--- config.mk ---
export PLATFORM = sky130hd
export DESIGN_NAME = matrix_result_serializer
export DESIGN_NICKNAME = d
export VERILOG_FILES = /design/src/rtl/matrix_result_serializer.sv
export SDC_FILE = /design/constraint.sdc
export NUM_CORES = 1
export LEC_CHECK = 0
export CAP_MARGIN = 30
export CORE_ASPECT_RATIO = 2
export CORE_UTILIZATION = 40
export CTS_CLUSTER_SIZE = 30
export DETAILED_ROUTE_END_ITERATION = 7
export GPL_TIMING_DRIVEN = 0
export PLACE_DENSITY_LB_ADDON = 0.1
export SYNTH_ARGS = -nofsm -noshare
export SYNTH_HDL_FRONTEND = slang
export SYNTH_SLANG_ARGS = --single-unit
export TNS_END_PERCENT = 20
--- constraint.sdc ---
create_clock -name clk -period 2.7 [get_ports clk]
set_clock_uncertainty 0.2 [all_clocks]
set_input_delay 0.405 -clock clk [delete_from_list [all_inputs] [get_ports clk]]
set_output_delay 0.405 -clock clk [all_outputs]
set_load 0.01 [all_outputs]
--- src/rtl/matrix_result_serializer.sv ---
// Captures a packed row-major result matrix on start and streams its elements
// one per valid/ready beat, tagged with row/col indices, a last flag and a done pulse.
module matrix_result_serializer #(
  parameter int ROWS = 2,
  parameter int COLS = 2,
  parameter int ELEM_W = 8,
  localparam int MAT_LEN = ROWS * COLS * ELEM_W
) (
  input  logic               clk,
  input  logic               rst,
  input  logic               start,
  input  logic [MAT_LEN-1:0] mat_in,
  output logic               busy,
  output logic               out_valid,
  input  logic               out_ready,
  output logic [ELEM_W-1:0]  out_data,
  output logic [7:0]         out_row,
  output logic [7:0]         out_col,
  output logic               out_last,
  output logic               done
);

  localparam int NUM = ROWS * COLS;
  localparam int IDX_W = (NUM > 1) ? $clog2(NUM) : 1;
  localparam logic [IDX_W-1:0] LAST_IDX = IDX_W'(NUM - 1);
  localparam logic [7:0] COL_MAX = 8'(COLS - 1);

  typedef enum logic {
    IDLE = 1'b0,
    SEND = 1'b1
  } state_e;

  state_e             state_q, state_d;
  logic [MAT_LEN-1:0] shadow_q, shadow_d;
  logic [IDX_W-1:0]   idx_q, idx_d;
  logic [IDX_W-1:0]   idx_nxt;
  logic [ELEM_W-1:0]  data_q, data_d;
  logic [7:0]         row_q, row_d;
  logic [7:0]         col_q, col_d;
  logic               last_q, last_d;
  logic               done_q, done_d;

  // Element k occupies the k-th byte counted down from the MSB end of the bus.
  function automatic logic [ELEM_W-1:0] elem_at(input logic [MAT_LEN-1:0] bus,
                                                input logic [IDX_W-1:0]   idx);
    elem_at = '0;
    for (int i = 0; i < NUM; i++) begin
      if (idx == IDX_W'(i)) elem_at = bus[MAT_LEN-1-i*ELEM_W -: ELEM_W];
    end
  endfunction

  assign idx_nxt = idx_q + IDX_W'(1);

  always_comb begin
    // NOTE: every signal gets a hold/default value first so no path leaves it unassigned (no latches).
    state_d  = state_q;
    shadow_d = shadow_q;
    idx_d    = idx_q;
    data_d   = data_q;
    row_d    = row_q;
    col_d    = col_q;
    last_d   = last_q;
    done_d   = 1'b0;

    unique case (state_q)
      IDLE: begin
        if (start) begin
          state_d  = SEND;
          shadow_d = mat_in;
          idx_d    = '0;
          row_d    = '0;
          col_d    = '0;
          data_d   = mat_in[MAT_LEN-1 -: ELEM_W];
          last_d   = (NUM == 1);
        end
      end
      SEND: begin
        if (out_ready) begin
          if (idx_q == LAST_IDX) begin
            state_d = IDLE;
            last_d  = 1'b0;
            done_d  = 1'b1;
          end else begin
            idx_d  = idx_nxt;
            data_d = elem_at(shadow_q, idx_nxt);
            last_d = (idx_nxt == LAST_IDX);
            if (col_q == COL_MAX) begin
              col_d = '0;
              row_d = row_q + 8'd1;
            end else begin
              col_d = col_q + 8'd1;
            end
          end
        end
      end
      default: state_d = IDLE;
    endcase
  end

  // NOTE: sequential state uses non-blocking assignments so all registers update from pre-edge values.
  always_ff @(posedge clk) begin
    if (!rst) begin
      state_q  <= IDLE;
      // NOTE: the shadow bus is explicitly cleared on reset so no stale matrix survives an abort.
      shadow_q <= '0;
      idx_q    <= '0;
      data_q   <= '0;
      row_q    <= '0;
      col_q    <= '0;
      last_q   <= 1'b0;
      done_q   <= 1'b0;
    end else begin
      state_q  <= state_d;
      shadow_q <= shadow_d;
      idx_q    <= idx_d;
      data_q   <= data_d;
      row_q    <= row_d;
      col_q    <= col_d;
      last_q   <= last_d;
      done_q   <= done_d;
    end
  end

  assign busy      = (state_q == SEND);
  assign out_valid = (state_q == SEND);
  assign out_data  = data_q;
  assign out_row   = row_q;
  assign out_col   = col_q;
  assign out_last  = last_q;
  assign done      = done_q;

endmodule

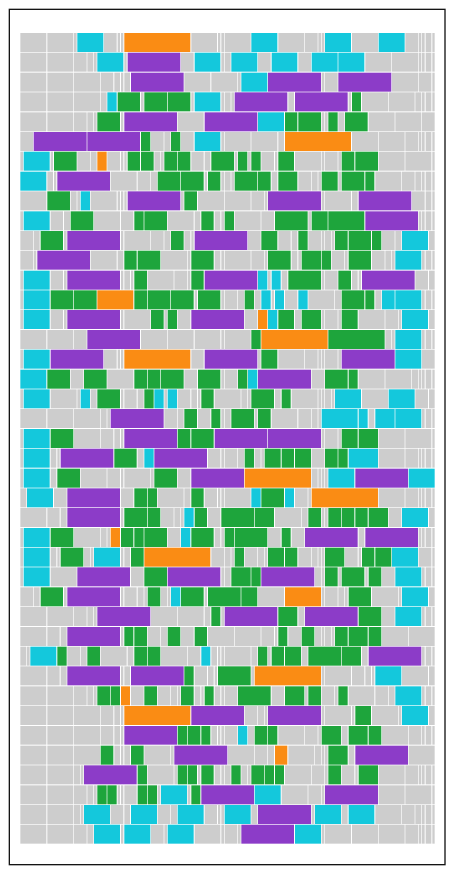
**Above:** run 1 (placed cells, one colour a class).
Fill, decap, tap and diode cells in grey.
Orange stands for clock drivers and dummy loads, cells 16, share of their area 7.7%. Green stands for remaining logic cells, cells 209, share of their area 37%. Purple stands for sequential cells, cells 61, share of their area 34%. Cyan stands for remaining buffers and delay cells, cells 88, share of their area 21%.
CORE AREA: 0.00636 mm2
cell area after layout: 0.00367 mm2

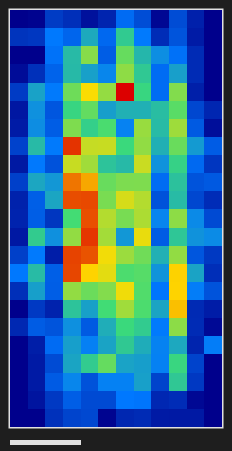
**Above:** run 1 (signal metal coverage by tile).
The bar under the picture is 20 um long. The die is cut into 12 by 23 equal tiles; dark blue is low, red is high, scaled to the fullest tile. Values are wire area over tile area, all layers added.
The densest ninth of the die: centre. The mean over all tiles is 0.16. The fullest tile reaches 0.51.
routed vias: 2,487
Post-Route WL: 7030 um

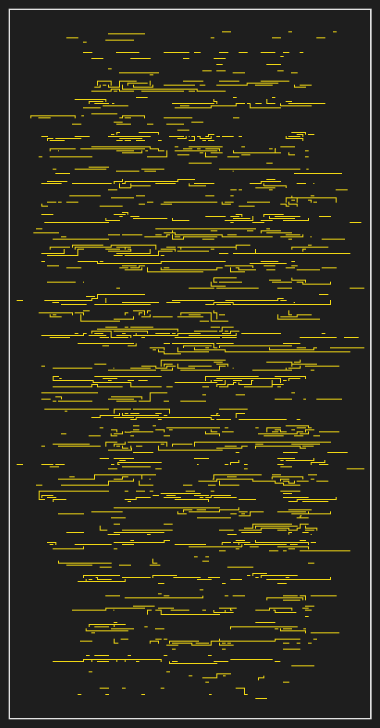
**Above:** run 1 (M1 wires).
The layer holds 37% of the routed length. The longest straight run is 22.5 um. 358 nets have wire on it. The wires run mostly horizontal.

==> flow_summary.ini, run 1 <==
; yosys + openroad results
[pwr]
finalPower_mw = 2.28
power_density_mw_per_mm2 = 620
power.leakage_nw = 1.31

[job]
drv_cap = 0

[yosys]
ys_cells = 295
ys_warn_count = 0
synth_cells = 295
fp_nets = 339
ys_ff = 61
synth-edff-count = 0
synth.avg_cell_area_um2 = 9.02
ys_seq_share_pct = 45.9
ff_type = dfxtp_1

[timing]
post-route-min-period_ns = 2.47
fmax_ghz = 0.406
finalCritPeriodShare_pct = 91.3
worst_slack_ns = 0.234
hold_slack_ns = 0.260
rsz0062_at_grt = false
tightestPinTransition_ns = 0.893
finalHoldViolations = 0
slew_headroom_pct = 39.9

[worst_setup_path]
worstPathMaxFanout = 10
critPathArrivalTime_ns = 2.47
worst-setup-path-type = register to register
required_ns = 2.70
r2r_cells = 6
worst_setup_path_end_kind = register
r2r-end = out_col[6]$_SDFFE_PN0P_

[clocking]
htreeDepth = 3
path_clk_slew_ns = 0.05
cts_resized = 0
cts.sinks = 61
cts_tree = built
cts-buffers-inserted = 9
postCtsSetupBuffers = 0

[floorplan]
fp.dieW_um = 59.7
chip_area_mm2 = 0.00700
num_io_pins = 64
rows = 41
floorplan.core_util_pct = 41.8
die_h_um = 117

[min_path]
min_path_cells = 2
hold_class = register to register
min_from = out_last$_SDFFE_PN0P_
worstHoldEndpoint = out_last$_SDFFE_PN0P_

[cells_and_area]
antenna_cells = 0
fin_nets = 413
layout_top_cells = 63 x clkdlybuf4s50_1, 61 x dfxtp_1, 25 x o21ai_0
layout_top_cell = clkdlybuf4s50_1
syn_to_final_growth_pct = 38.0

[status]
status = finished clean

[global_route]
grt_pass1_wl_um = 11700
grt_overflow_total = 0
grt_usage_pct = 22.6
grt_pass1_vias = 2387
antenna_found_initial = 0

[detailed_routing]
drtIter0Drc = 121
drc = 0
drt-pass1-iter-count = 4
via_per_inst = 5.41

[placed_design]
gp_congestion = 0.824
pre_cts_slack_ns = -0.0673
dp_hpwl_um = 5390
numPortBuffers = 63
run 1: cell families after synthesis:
group | Yosys count | share of synthesized area (%)
buffers and inverters | 36 | 5.92
AOI/OAI and AO/OA | 98 | 25.1
DFF | 61 | 45.9
xor gates and xnor gates | 6 | 1.97
adders and majority gates | 8 | 3.76
and+or+nand+nor | 86 | 17.3
run 1: Yosys cell counts, types with 3 or more instances:
library cell | n | share of area, %
dfxtp_1 | 61 | 46
o21ai_0 | 25 | 4.7
a21oi_1 | 24 | 4.5
a22o_1 | 24 | 7.9
nand2_1 | 23 | 3.2
clkbuf_1 | 20 | 2.8
nor2_1 | 18 | 2.5
inv_1 | 11 | 1.6
a221oi_1 | 8 | 2.6
ha_1 | 8 | 3.8
nor3_1 | 8 | 1.5
nor4b_1 | 8 | 2.6
nand3_1 | 5 | 0.94
o31ai_1 | 5 | 1.4
and2_1 | 4 | 0.94
nand4_1 | 4 | 0.94
xor2_1 | 4 | 1.3
o2111ai_1 | 3 | 0.99
or4_1 | 3 | 0.85
run 1: area by class of cell:
| class | count | area (um2) |
|---|---|---|
| sequential | 61 | 1220 |
| clock inverter | 1 | 5.00 |
| multi-input combinational | 198 | 1280 |
| clock buffer | 15 | 268 |
| inverter | 11 | 41.3 |
| tap | 86 | 108 |
| timing repair buffer | 63 | 631 |
| buffer | 25 | 116 |
| fill | 614 | 2690 |
run 1: power breakdown:
| part | total (mW) | switching, mW | internal, mW |
|---|---|---|---|
| logic | 0.263 | 0.131 | 0.133 |
| clock network | 1.04 | 0.373 | 0.669 |
| registers | 0.973 | 0.0261 | 0.947 |
| total | 2.28 | 0.530 | 1.75 |
run 1: registers in the layout, summed over array words and instances, names as in the netlist:
| signal | count |
|---|---|
| shadow_q | 32 |
| out_col | 8 |
| out_data | 8 |
| out_row | 8 |
| idx_q | 2 |
| busy | 1 |
| done | 1 |
| out_last | 1 |
run 1: critical path, stage by stage (launching register included):
cell     delay, ns
dfxtp_1       0.45
ha_1          0.18
or4b_4        0.47
o41a_4        0.41
buf_6         0.16
o21ai_1       0.38
nor2_1        0.10
run 1: through the flow:
step	cells	util, %	setup TNS [ns]
floorplan	295	-	0
global placement	444	53.4	-0.0837
detailed placement	444	53.4	-0.187
CTS	460	57.7	0
global route	460	57.7	0
finish	460	57.7	0
run 1: layer usage:
layer / GRT usage, % / routed length (um)
met1: 23.9 / 2620
met2: 37.5 / 3770
met3: 5.51 / 284
met4: 14.8 / 363
met5: 0 / 0
run 1: worst max-delay path by stage:
stage | startpoint | endpoint | slack [ns]
2_1_floorplan | out_col[0]$_SDFFE_PN0P_ | out_row[3]$_SDFFE_PN0P_ | 0.40
3_3_place_gp | out_ready | out_row[6]$_SDFFE_PN0P_ | -0.04
3_5_place_dp | out_ready | out_row[7]$_SDFFE_PN0P_ | -0.07
4_1_cts | out_col[0]$_SDFFE_PN0P_ | out_col[6]$_SDFFE_PN0P_ | 0.21
5_1_grt | out_col[0]$_SDFFE_PN0P_ | out_col[6]$_SDFFE_PN0P_ | 0.04
6_report | out_col[0]$_SDFFE_PN0P_ | out_col[6]$_SDFFE_PN0P_ | 0.23
--- run 2 (diff from run 1) ---
CTS_CLUSTER_DIAMETER = 100   (was unset)
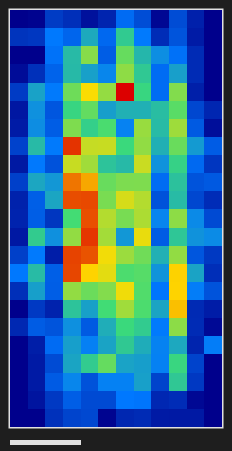
**Above:** run 2 (signal metal coverage by tile).
The bar under the picture is 20 um long. The die is cut into 12 by 23 equal tiles; dark blue is low, red is high, scaled to the fullest tile. Values are wire area over tile area, all layers added.
24% of the tiles are over half the peak. The mean over all tiles is 0.16. The fullest tile reaches 0.51.

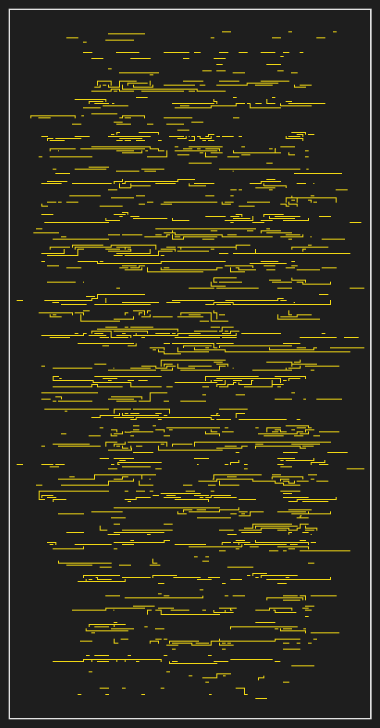
**Above:** run 2 (M1 wires).
The wires run mostly horizontal. The longest straight run is 22.5 um. The layer holds 37% of the routed length. The layer carries 2,620 um of wire. 358 nets have wire on it.
met1 usage: 23.9%

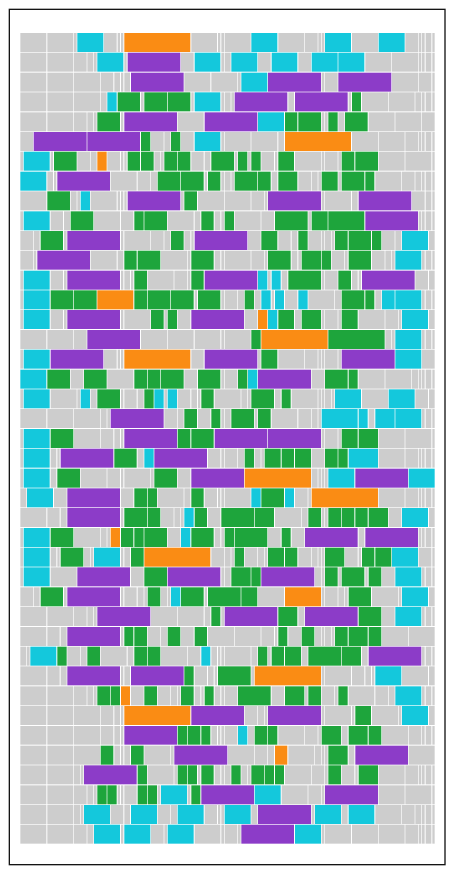
**Above:** run 2 (placed cells, one colour a class).
Fill, decap, tap and diode cells in grey.
Cyan stands for remaining buffers and delay cells, cells 88, share of their area 21%. Green stands for remaining logic cells, cells 209, share of their area 37%. Purple stands for sequential cells, cells 61, share of their area 34%. Orange stands for clock drivers and dummy loads, cells 16, share of their area 7.7%.
site row count: 41
flop share of the area: 33.3%
Finished Core Util: 57.7%

==> flow_summary.ini, run 2 <==
; yosys + openroad results
[detailed_routing]
vias = 2487
dr_wl_met3_um = 284
wl_um = 7030
drt-pass1-iter-count = 4
wl_met1_um = 2620
drc = 0
top_layer = met4
via_per_inst = 5.41
drtIter0Drc = 121
dr_wl_met2_um = 3770

[min_path]
hold_class = register to register
min_path_cells = 2
min_from = out_last$_SDFFE_PN0P_
worstHoldEndpoint = out_last$_SDFFE_PN0P_

[yosys]
ff_type = dfxtp_1
top_cell = dfxtp_1
fp_nets = 339
ys_seq_share_pct = 45.9
top_cell_area_share_pct = 45.9
synth-edff-count = 0
ys_top_cells_by_area = dfxtp_1 46%, a22o_1 7.9%, o21ai_0 4.7%, a21oi_1 4.5%, ha_1 3.8%
ys_warn_count = 0
ys_ff = 61
yosys.area.top_type = dfxtp_1
synth_cells = 295
synth.avg_cell_area_um2 = 9.02

[cells_and_area]
syn_to_final_growth_pct = 38.0
top_register = shadow_q
fin_nets = 413
stdcell_area_mm2 = 0.00367
layout_top_cell = clkdlybuf4s50_1
layout_top_cells = 63 x clkdlybuf4s50_1, 61 x dfxtp_1, 25 x o21ai_0
n_fill_cell = 614

[clocking]
cts_resized = 0
postCtsSetupBuffers = 0
cts.sinks = 61
cts_tree = built
cts-buffers-inserted = 9
htreeDepth = 3
path_clk_slew_ns = 0.05

[worst_setup_path]
r2r_cells = 6
cp.buffers_inverters = 1
required_ns = 2.70
cp_slowest_cell = or4b_4
worstPathMaxFanout = 10
critPathTopFamily = AND-OR/OR-AND gates
worst_setup_path_end_kind = register
r2r-end = out_col[6]$_SDFFE_PN0P_
critPathArrivalTime_ns = 2.47

[pwr]
swShare_pct = 23.3
power_density_mw_per_mm2 = 620
ir_drop_mv = 0.426
pwr-share-comb_pct = 11.6
clock_power_share_pct = 45.7
p_seq_share_pct = 42.7
p_switching_uw = 530
power.leakage_nw = 1.31
p_int_mw = 1.75

[floorplan]
num_io_pins = 64
coreArea_mm2 = 0.00636
floorplan.core_util_pct = 41.8
chip_area_mm2 = 0.00700

[placed_design]
gp_congestion = 0.824
numPortBuffers = 63
pre_cts_slack_ns = -0.0673
dp_hpwl_um = 5390

[timing]
post-route-min-period_ns = 2.47
finalCritPeriodShare_pct = 91.3
tightestPinTransition_ns = 0.893
rsz0062_at_grt = false
finalHoldViolations = 0
worst_slack_ns = 0.234
slew_headroom_pct = 39.9

[status]
status = finished clean

[global_route]
antenna_found_initial = 0
grt_pass1_vias = 2387
grt_overflow_total = 0
grt_usage_pct = 22.6
==> run 2: cell counts in the layout (fill, tap and decap cells not counted) <==
No cell type changed its count.
==> run 2: worst min-delay path: cells and delay by family (launching register included) <==
kind	cells	cell delay, ns
DFF	1	0.30
and+or+nand+nor	1	0.05
AOI/OAI and AO/OA	1	0.05
==> run 2: cells by family (layout without fill, tap and decap cells) <==
kind of cell	count (synthesis)	in the layout	synth area share, %
compound gates	98	98	25.1
simple gates	86	86	17.3
flops	61	61	45.9
buf+inv	36	115	5.92
fa+ha+maj	8	8	3.76
xor+xnor	6	6	1.97
==> run 2: per-stage QoR <==
step | power [mW] | setup TNS, ns | hold WS (ns) | utilization (%) | instances
finish | 2.28 | 0 | 0.260 | 57.7 | 460
global route | 2.37 | 0 | 0.283 | 57.7 | 460
CTS | 2.30 | 0 | 0.268 | 57.7 | 460
detailed placement | 1.25 | -0.187 | 0.261 | 53.4 | 444
global placement | 1.25 | -0.0837 | 0.248 | 53.4 | 444
floorplan | 1.12 | 0 | 0.249 | - | 295
==> run 2: power by group through the flow <==
| stage | sequential [mW] | clock [mW] | combinational, mW |
|---|---|---|---|
| 2_1_floorplan | 0.989 | 0 | 0.131 |
| 3_3_place_gp | 0.989 | 0 | 0.262 |
| 3_5_place_dp | 0.990 | 0 | 0.264 |
| 4_1_cts | 0.972 | 1.06 | 0.266 |
| 5_1_grt | 0.976 | 1.11 | 0.291 |
| 6_report | 0.973 | 1.04 | 0.263 |
==> run 2: worst max-delay path by stage <==
stage	start	end	slack (ns)	cells past startpoint
2_1_floorplan	out_col[0]$_SDFFE_PN0P_	out_row[3]$_SDFFE_PN0P_	0.40	5
3_3_place_gp	out_ready	out_row[6]$_SDFFE_PN0P_	-0.04	6
3_5_place_dp	out_ready	out_row[7]$_SDFFE_PN0P_	-0.07	6
4_1_cts	out_col[0]$_SDFFE_PN0P_	out_col[6]$_SDFFE_PN0P_	0.21	6
5_1_grt	out_col[0]$_SDFFE_PN0P_	out_col[6]$_SDFFE_PN0P_	0.04	6
6_report	out_col[0]$_SDFFE_PN0P_	out_col[6]$_SDFFE_PN0P_	0.23	6
==> run 2: layer usage <==
layer,vias up,GRT usage [%]
li1,1230,-
met1,1151,23.9
met2,86,37.5
met3,20,5.51
met4,0,14.8
met5,-,0
==> run 2: layout make-up <==
type                    count  area [um2]  area share, %
clock inverters             1        5.00          0.136
inverters                  11        41.3           1.12
flip-flops and latches     61        1220           33.3
plain buffers              25         116           3.17
well taps                  86         108           2.93
repair buffers             63         631           17.2
multi-input cells         198        1280           34.9
clock buffers              15         268           7.29
--- run 3 (diff from run 2) ---
CAP_MARGIN = 20   (was 30)
CTS_BUF_LIST = sky130_fd_sc_hd__clkbuf_8   (was unset)
MAX_ROUTING_LAYER = met4   (was unset)
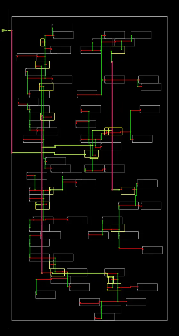
**Above:** run 3 (the clock network).
flop count: 61
clock network power: 701 uW
Latency at later pin: 0.35 ns

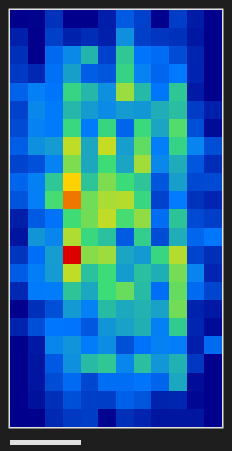
**Above:** run 3 (signal metal coverage by tile).
The bar under the picture is 20 um long. The die is cut into 12 by 23 equal tiles; dark blue is low, red is high, scaled to the fullest tile. Values are wire area over tile area, all layers added.
9.1% of the tiles are nearly empty. The mean over all tiles is 0.16. 11% of the tiles are over half the peak. The densest ninth of the die: centre.
WL per Instance: 15.1 um
gr usage total: 22.9%
routed vias: 2,450

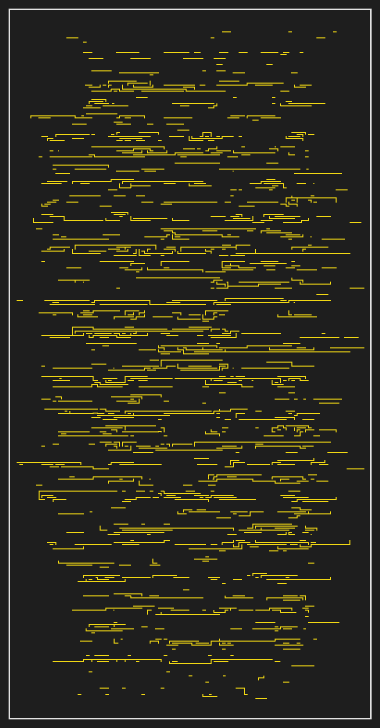
**Above:** run 3 (M1 wires).
The layer carries 2,590 um of wire. The wires run mostly horizontal. 358 nets have wire on it.

==> flow_summary.ini, run 3 <==
; yosys + openroad results
[status]
status = finished clean

[yosys]
aoi_share_pct = 25.1
mux_area_share_pct = 0
ys_ff = 61
ys_warn_count = 0
async_flop_share_pct = 0
ys_seq_share_pct = 45.9
synth.logic.top_family = AND-OR/OR-AND gates
yosys.area.top_type = dfxtp_1
synth.avg_cell_area_um2 = 9.02
ys_types = 42
ys_sh_simple_pct = 17.3
ff_type = dfxtp_1
xor_area_share_pct = 1.97
synth-edff-count = 0
fp_nets = 339
synth_cells = 295
ys_top_cells_by_area = dfxtp_1 46%, a22o_1 7.9%, o21ai_0 4.7%, a21oi_1 4.5%, ha_1 3.8%
ys_chip_area_mm2 = 0.00266
top_cell = dfxtp_1
netlist_area_mm2 = 0.00266
ys_top_cells_by_count = 61 x dfxtp_1, 25 x o21ai_0, 24 x a21oi_1, 24 x a22o_1, 23 x nand2_1
ys_cells = 295
adder_share_pct = 3.76
top_cell_area_share_pct = 45.9

[clocking]
cts_tree = built
cts-buffers-inserted = 9
clock-root-buffer = clkbuf_8
cts.sinks = 61
cts_hold_buf = 0
clk_path_buf_depth = 2
htreeDepth = 3
path_clk_slew_ns = 0.06
cts_resized = 0
postCtsSetupBuffers = 0

[min_path]
min_path_cells = 2
min_from = out_last$_SDFFE_PN0P_
hold_class = register to register
worstHoldEndpoint = out_last$_SDFFE_PN0P_

[timing]
tightestPinTransition_ns = 0.904
rsz0062_at_grt = false
slew_headroom_pct = 39.1
setup_violations = 0
post-route-min-period_ns = 2.47
fmax_ghz = 0.405
finalCritPeriodShare_pct = 91.4
slew_viol_final = 0
finalHoldViolations = 0

[floorplan]
coreArea_mm2 = 0.00636
fp.dieW_um = 59.7
die_h_um = 117
chip_area_mm2 = 0.00700
num_io_pins = 64
floorplan.core_util_pct = 41.8
rows = 41

[pwr]
p_int_mw = 1.45
p_seq_share_pct = 50.2
ir_drop_mv = 0.354
clock_power_share_pct = 36.2
power.leakage_nw = 1.28
pwr-share-comb_pct = 13.6
power_density_mw_per_mm2 = 542
finalPower_mw = 1.93
swShare_pct = 25.3
p_switching_uw = 489

[cells_and_area]
layout_top_cell = clkdlybuf4s50_1
stdcell_area_mm2 = 0.00357
drive_gt1_share_pct = 5.35
top_register = shadow_q
syn_to_final_growth_pct = 34.2
largest_register_ffs = 32
layout_top_cells = 63 x clkdlybuf4s50_1, 61 x dfxtp_1, 25 x o21ai_0, 24 x a22o_1, 24 x a21oi_1
fin_nets = 413
antenna_cells = 0
n_fill_cell = 627

[global_route]
grt_pass1_wl_um = 11600
grt_overflow_total = 0
antenna_found_initial = 0
grt_max_degree = 11
grt_pass1_vias = 2382

[job]
tool_warnings = 31
drv_cap = 0

[worst_setup_path]
startpoint_type = register
worst-setup-path-type = register to register
worst_setup_path_end_kind = register
reg2reg_from = out_col[0]$_SDFFE_PN0P_
cp_slowest_cell = or4b_4
worstPathMaxFanout = 10
critPathArrivalTime_ns = 2.49
required_ns = 2.72
r2r-end = out_col[6]$_SDFFE_PN0P_
slowest_delay_ns = 0.46
path_cells = ha_1, or4b_4, o41a_4, buf_6, o21ai_1, nor2_1
r2r_setup_slack_ns = 0.23
r2r_cells = 6

[placed_design]
numPortBuffers = 63
dp_hpwl_um = 5390
gp_congestion = 0.836
dpl-instance-area_mm2 = 0.00340

[detailed_routing]
wl_um = 6930
drtIter0Drc = 103
final_antenna_net_count = 0
via_per_inst = 5.33
drt-pass1-iter-count = 4
drc = 0
[run 3: cell types whose count changed in the layout (fill, tap and decap cells not counted)]
cell	delta
clkbuf_16	-9
clkbuf_8	+9
clkbuf_1	-4
inv_1	+4
[run 3: power groups by stage]
stage	clock (mW)	sequential (mW)	combinational [mW]
6_report	0.701	0.970	0.263
5_1_grt	0.767	0.974	0.291
4_1_cts	0.722	0.970	0.266
3_5_place_dp	0	0.990	0.264
3_3_place_gp	0	0.989	0.262
2_1_floorplan	0	0.989	0.131
[run 3: layout make-up]
| cell class | count | area (um2) | share of cell area [%] |
|---|---|---|---|
| Timing Repair Buffer | 63 | 631 | 17.7 |
| Clock buffer | 11 | 151 | 4.24 |
| Buffer | 25 | 116 | 3.26 |
| Sequential cell | 61 | 1220 | 34.2 |
| Tap cell | 86 | 108 | 3.01 |
| Multi-Input combinational cell | 198 | 1280 | 35.9 |
| Inverter | 11 | 41.3 | 1.16 |
| Clock inverter | 5 | 20.0 | 0.561 |
[run 3: routing by layer]
| metal | vias up | wire [um] | track usage, % |
|---|---|---|---|
| li1 | 1229 | - | - |
| met4 | 0 | 354 | 15.4 |
| met2 | 70 | 3780 | 37.4 |
| met1 | 1134 | 2590 | 23.8 |
| met3 | 17 | 210 | 4.41 |
| met5 | - | 0 | - |
[run 3: metrics by stage]
step / std cells / util (%) / setup TNS [ns] / setup slack, ns / hold WS [ns]
floorplan: 295 / - / 0 / 0.403 / 0.249
global placement: 444 / 53.4 / -0.0837 / -0.0418 / 0.248
detailed placement: 444 / 53.4 / -0.187 / -0.0673 / 0.261
CTS: 460 / 56.1 / 0 / 0.212 / 0.270
global route: 460 / 56.1 / 0 / 0.0367 / 0.285
finish: 460 / 56.1 / 0 / 0.231 / 0.261
[run 3: how the worst max path moves through the flow]
stage	slack (ns)	endpoint	from
floorplan	0.40	out_row[3]$_SDFFE_PN0P_	out_col[0]$_SDFFE_PN0P_
global placement	-0.04	out_row[6]$_SDFFE_PN0P_	out_ready
detailed placement	-0.07	out_row[7]$_SDFFE_PN0P_	out_ready
CTS	0.21	out_col[6]$_SDFFE_PN0P_	out_col[0]$_SDFFE_PN0P_
global route	0.04	out_col[6]$_SDFFE_PN0P_	out_col[0]$_SDFFE_PN0P_
finish	0.23	out_col[6]$_SDFFE_PN0P_	out_col[0]$_SDFFE_PN0P_
[run 3: cells by family (layout without fill, tap and decap cells)]
kind of cell / Yosys count / count (layout)
buf+inv: 36 / 115
xor+xnor: 6 / 6
simple gates: 86 / 86
flops: 61 / 61
compound gates: 98 / 98
fa+ha+maj: 8 / 8
[run 3: worst max-delay path, delay by kind of cell, from the launching register on]
family          cells  cell delay, ns
fa+ha+maj           1            0.18
flops               1            0.45
simple gates        2            0.56
buf+inv             1            0.16
compound gates      2            0.79
Power and IR drop assume default switching activity.
